<file path="src/rtl/hazard_scoreboard_if.sv">
// Decode-side bundle between the decode stage and the hazard scoreboard.
// The decode stage is the master; the scoreboard is the slave.
interface hazard_scoreboard_if #(
  parameter int REG_W = 3,
  parameter int CNT_W = 16
);
  logic                  dec_valid;
  logic                  dec_rs_vld;
  logic [REG_W-1:0]      dec_rs;
  logic                  dec_rt_vld;
  logic [REG_W-1:0]      dec_rt;
  logic                  dec_wr;
  logic [REG_W-1:0]      dec_rd;
  logic                  dec_load;
  logic                  flush;
  logic                  stall;
  logic                  issue;
  logic [2**REG_W-1:0]   pending;
  logic [CNT_W-1:0]      stall_cnt;

  modport master (
    output dec_valid, dec_rs_vld, dec_rs, dec_rt_vld, dec_rt,
           dec_wr, dec_rd, dec_load, flush,
    input  stall, issue, pending, stall_cnt
  );

  modport slave (
    input  dec_valid, dec_rs_vld, dec_rs, dec_rt_vld, dec_rt,
           dec_wr, dec_rd, dec_load, flush,
    output stall, issue, pending, stall_cnt
  );
endinterface

</file>
<file path="src/rtl/hazard_scoreboard.sv">
// Decode-stage hazard unit: a shift-register scoreboard of in-flight register
// writes, compared against the decode sources to produce the fetch/decode stall.
module hazard_scoreboard #(
  parameter int REG_W     = 3,
  parameter int DEPTH     = 3,
  parameter int FWD_EN    = 0,
  parameter int WB_BYPASS = 1,
  parameter int CNT_W     = 16
) (
  input logic               clk,
  input logic               rst,
  hazard_scoreboard_if.slave bus
);

  typedef struct packed {
    logic             vld;
    logic [REG_W-1:0] rd;
    logic             load;
  } slotT;

  slotT             slots [DEPTH];
  logic             hazard;
  logic             stallSig;
  logic             issueSig;
  logic [2**REG_W-1:0] pendingVec;
  logic [CNT_W-1:0] stallCnt;

  // A slot is visible to decode unless it is the WB slot and the register
  // file already bypasses the write into the same-cycle read.
  function automatic logic visible(input int s);
    return (s < DEPTH-1) || (WB_BYPASS == 0);
  endfunction

  function automatic logic hits(input slotT sl, input logic srcVld,
                                input logic [REG_W-1:0] src);
    return sl.vld & srcVld & (sl.rd == src);
  endfunction

  always_comb begin
    // NOTE: every comb output gets a default first so no path infers a latch.
    hazard     = 1'b0;
    pendingVec = '0;
    for (int s = 0; s < DEPTH; s++) begin
      if (visible(s)) begin
        if (hits(slots[s], bus.dec_rs_vld, bus.dec_rs) ||
            hits(slots[s], bus.dec_rt_vld, bus.dec_rt)) begin
          if (FWD_EN == 0)
            hazard = 1'b1;
          else if (s == 0 && slots[0].load)
            hazard = 1'b1;
        end
        if (slots[s].vld)
          pendingVec[slots[s].rd] = 1'b1;
      end
    end
  end

  // Flush and reset dominate; a stall never coexists with an issue.
  assign stallSig = bus.dec_valid & ~bus.flush & ~rst & hazard;
  assign issueSig = bus.dec_valid & ~stallSig & ~bus.flush & ~rst;

  // NOTE: the slot array is a handful of flops, so every entry is reset; a
  // stale vld surviving reset would raise a phantom stall afterwards.
  always_ff @(posedge clk) begin
    if (rst) begin
      for (int s = 0; s < DEPTH; s++)
        slots[s] <= '0;
    end else begin
      // NOTE: non-blocking assignments let every slot read its neighbour's
      // pre-edge value, which is what makes this a shift register.
      slots[0] <= issueSig ? slotT'{bus.dec_wr, bus.dec_rd, bus.dec_load} : slotT'('0);
      for (int s = 1; s < DEPTH; s++)
        slots[s] <= slots[s-1];
    end
  end

  always_ff @(posedge clk) begin
    if (rst)
      stallCnt <= '0;
    else if (stallSig && (stallCnt != '1))
      stallCnt <= stallCnt + 1'b1;
  end

  assign bus.stall     = stallSig;
  assign bus.issue     = issueSig;
  assign bus.pending   = rst ? '0 : pendingVec;
  assign bus.stall_cnt = stallCnt;

endmodule
</file>
<file path="src/flat_wrapper.sv">
// flat-port wrapper written by rule: the top's interface ports become plain ports
module hazard_scoreboard_flat 
#(
  parameter int REG_W     = 3,
  parameter int DEPTH     = 3,
  parameter int FWD_EN    = 0,
  parameter int WB_BYPASS = 1,
  parameter int CNT_W     = 16
)
  (clk, rst, bus_dec_valid, bus_dec_rs_vld, bus_dec_rs, bus_dec_rt_vld, bus_dec_rt, bus_dec_wr, bus_dec_rd, bus_dec_load, bus_flush, bus_stall, bus_issue, bus_pending, bus_stall_cnt);
  hazard_scoreboard_if #(.REG_W(REG_W), .CNT_W(CNT_W)) bus_i ();
  input logic clk;
  input logic rst;
  input wire logic [$bits(bus_i.dec_valid)-1:0] bus_dec_valid;
  input wire logic [$bits(bus_i.dec_rs_vld)-1:0] bus_dec_rs_vld;
  input wire logic [$bits(bus_i.dec_rs)-1:0] bus_dec_rs;
  input wire logic [$bits(bus_i.dec_rt_vld)-1:0] bus_dec_rt_vld;
  input wire logic [$bits(bus_i.dec_rt)-1:0] bus_dec_rt;
  input wire logic [$bits(bus_i.dec_wr)-1:0] bus_dec_wr;
  input wire logic [$bits(bus_i.dec_rd)-1:0] bus_dec_rd;
  input wire logic [$bits(bus_i.dec_load)-1:0] bus_dec_load;
  input wire logic [$bits(bus_i.flush)-1:0] bus_flush;
  output wire logic [$bits(bus_i.stall)-1:0] bus_stall;
  output wire logic [$bits(bus_i.issue)-1:0] bus_issue;
  output wire logic [$bits(bus_i.pending)-1:0] bus_pending;
  output wire logic [$bits(bus_i.stall_cnt)-1:0] bus_stall_cnt;
  assign bus_i.dec_valid = bus_dec_valid;
  assign bus_i.dec_rs_vld = bus_dec_rs_vld;
  assign bus_i.dec_rs = bus_dec_rs;
  assign bus_i.dec_rt_vld = bus_dec_rt_vld;
  assign bus_i.dec_rt = bus_dec_rt;
  assign bus_i.dec_wr = bus_dec_wr;
  assign bus_i.dec_rd = bus_dec_rd;
  assign bus_i.dec_load = bus_dec_load;
  assign bus_i.flush = bus_flush;
  assign bus_stall = bus_i.stall;
  assign bus_issue = bus_i.issue;
  assign bus_pending = bus_i.pending;
  assign bus_stall_cnt = bus_i.stall_cnt;
  hazard_scoreboard #(.REG_W(REG_W), .DEPTH(DEPTH), .FWD_EN(FWD_EN), .WB_BYPASS(WB_BYPASS), .CNT_W(CNT_W)) u_core (.clk(clk), .rst(rst), .bus(bus_i));
endmodule
</file>
<file path="config.mk">
export PLATFORM = sky130hd
export DESIGN_NAME = hazard_scoreboard_flat
export DESIGN_NICKNAME = d
export VERILOG_FILES = /design/src/rtl/hazard_scoreboard_if.sv /design/src/rtl/hazard_scoreboard.sv /design/src/flat_wrapper.sv
export SDC_FILE = /design/constraint.sdc
export NUM_CORES = 1
export LEC_CHECK = 0
export CORE_ASPECT_RATIO = 1.5
export CORE_MARGIN = 4
export CORE_UTILIZATION = 45
export CTS_CLUSTER_DIAMETER = 80
export CTS_CLUSTER_SIZE = 30
export DETAILED_ROUTE_END_ITERATION = 6
export GPL_ROUTABILITY_DRIVEN = 0
export PLACE_DENSITY = 0.84
export SYNTH_ARGS = -nofsm -noshare
export SYNTH_HDL_FRONTEND = slang
export SYNTH_SLANG_ARGS = --single-unit
export TNS_END_PERCENT = 100
</file>
<file path="constraint.sdc">
create_clock -name clk -period 2.6 [get_ports clk]
set_input_delay 0.52 -clock clk [delete_from_list [all_inputs] [get_ports clk]]
set_output_delay 0.52 -clock clk [all_outputs]
set_load 0.01 [all_outputs]
</file>
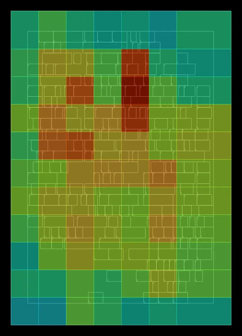
*Routing congestion*
M1 GR Usage: 22.1%
final core occ: 65.6%
GRT Util Overall: 19.6%
drt wl/cell: 14.8 microns
GR Util met3: 3.04%

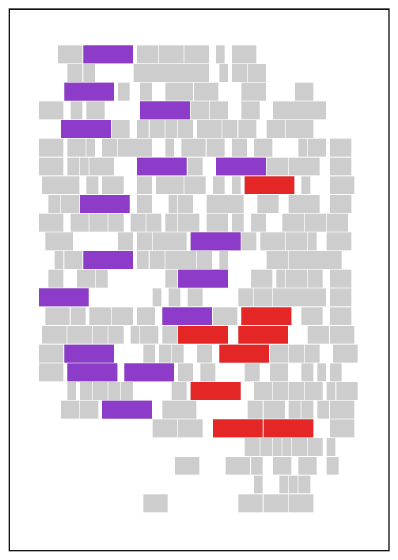
*Where the registers sit*
Other cells in gray.
- `u_core.slots`: red (flops 8)
- `u_core.bus.stall_cnt`: purple (flops 16)
sequential power: 374 uW
flop share of the area: 23.2%
area occupied by registers: 480 sq um

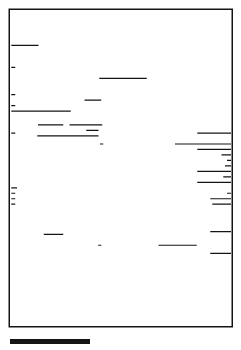
*Metal 3*
Scale bar: 20 microns.
- main direction: horizontal
- nets with wire on the layer: 31
- wire length on this layer: 159 microns
overall routed net length: 3940 microns
total number of vias: 1,531

==> changes_impl.md <==
## Flow update

* Routed wl met2 at 2130 microns
* Clock power share at 42.3%
* Max reg flops at 16
* Placed cells at 262
* Ant. Diodes at 0
* Number of synthesized register bits at 24
* Met2 GRT Util at 34.2%
* Crit path capture: bus_issue
* Top cell area share at 32.2%
* WHS Path Cells at 2
* Top Layer Used: met4
* Post-Route Skew at 0.00576 ns
* Peak VDD IR at 323 uV
* Yosys stat area at 0.00149 sq mm
* # setup viols final at 0
* Syn Inst Count at 180
* Final net count at 245
* Unrepaired setup endpoints after global routing: no
* Outcome: finished, final reports clean
* Crit share post-route at 97.7%
* Post-Syn Area per Cell at 8.29 sq um
* EDFF count, synth at 0
* Count leader, synth: dfxtp_1
* Leakage power at 0.738 nW
* Worst r2r src: u_core.slots[0][8]
* Top cells, area: dfxtp_1, xor2_1, a21oi_1
* Worst EP required at 2.08 ns
* Hold endpoint: u_core.bus.stall_cnt[1]
* Fin cells at 266
* Int Pwr at 611 uW
* Vias in the first global route at 1,484
* Grt total ovfl at 0
* Post-CTS Resized at 14
* Initial antenna violation count at 0
* Synth Seq Share at 32.2%
[kinds of logic after synthesis]
logic type               synth area share [%]
AND-OR/OR-AND                            14.9
XOR/XNOR                                 7.05
adder cells (fa/ha/maj)                 0.839
buffers and inverters                    5.37
flip-flops                               32.2
multiplexers                             1.51
AND/OR/NAND/NOR                          38.1
[power by group through the flow]
| stage | clock network [mW] | registers (mW) | logic (mW) |
|---|---|---|---|
| floorplan | 0 | 0.380 | 0.0347 |
| global placement | 0 | 0.382 | 0.0706 |
| detailed placement | 0 | 0.383 | 0.0710 |
| CTS | 0.334 | 0.374 | 0.0703 |
| global route | 0.346 | 0.374 | 0.0786 |
| finish | 0.328 | 0.374 | 0.0722 |
[layout by cell type, fill, tap and decap left out, types with 2 or more instances in the layout]
| cell | instances |
|---|---|
| o31a_1 | 2 |
| nor4_2 | 2 |
| clkbuf_8 | 3 |
| nand4_1 | 11 |
| nand2_1 | 12 |
| nand3_1 | 9 |
| and3_1 | 5 |
| clkdlybuf4s50_1 | 33 |
| or4_1 | 6 |
| nor3_1 | 2 |
| dlygate4sd2_1 | 6 |
| nor2_1 | 10 |
| nor2_2 | 2 |
| or3_1 | 4 |
| and2_1 | 4 |
| a21oi_1 | 15 |
| nor4_1 | 3 |
| buf_4 | 13 |
| o21ai_0 | 4 |
| nor2b_1 | 12 |
| nor4_4 | 3 |
| dfxtp_1 | 24 |
| o31ai_1 | 6 |
| and4_1 | 3 |
| a22oi_1 | 3 |
| xor2_1 | 12 |
| inv_1 | 2 |
[final cells by class]
type | count | share of cell area [%]
multi-input combinational | 142 | 46.6
timing repair buffer | 54 | 24.0
sequential | 24 | 23.2
tap | 40 | 2.42
clock buffer | 3 | 1.99
clock inverter | 1 | 1.45
inverter | 2 | 0.362
No activity file was given, so power comes from the tool's default toggle rates.
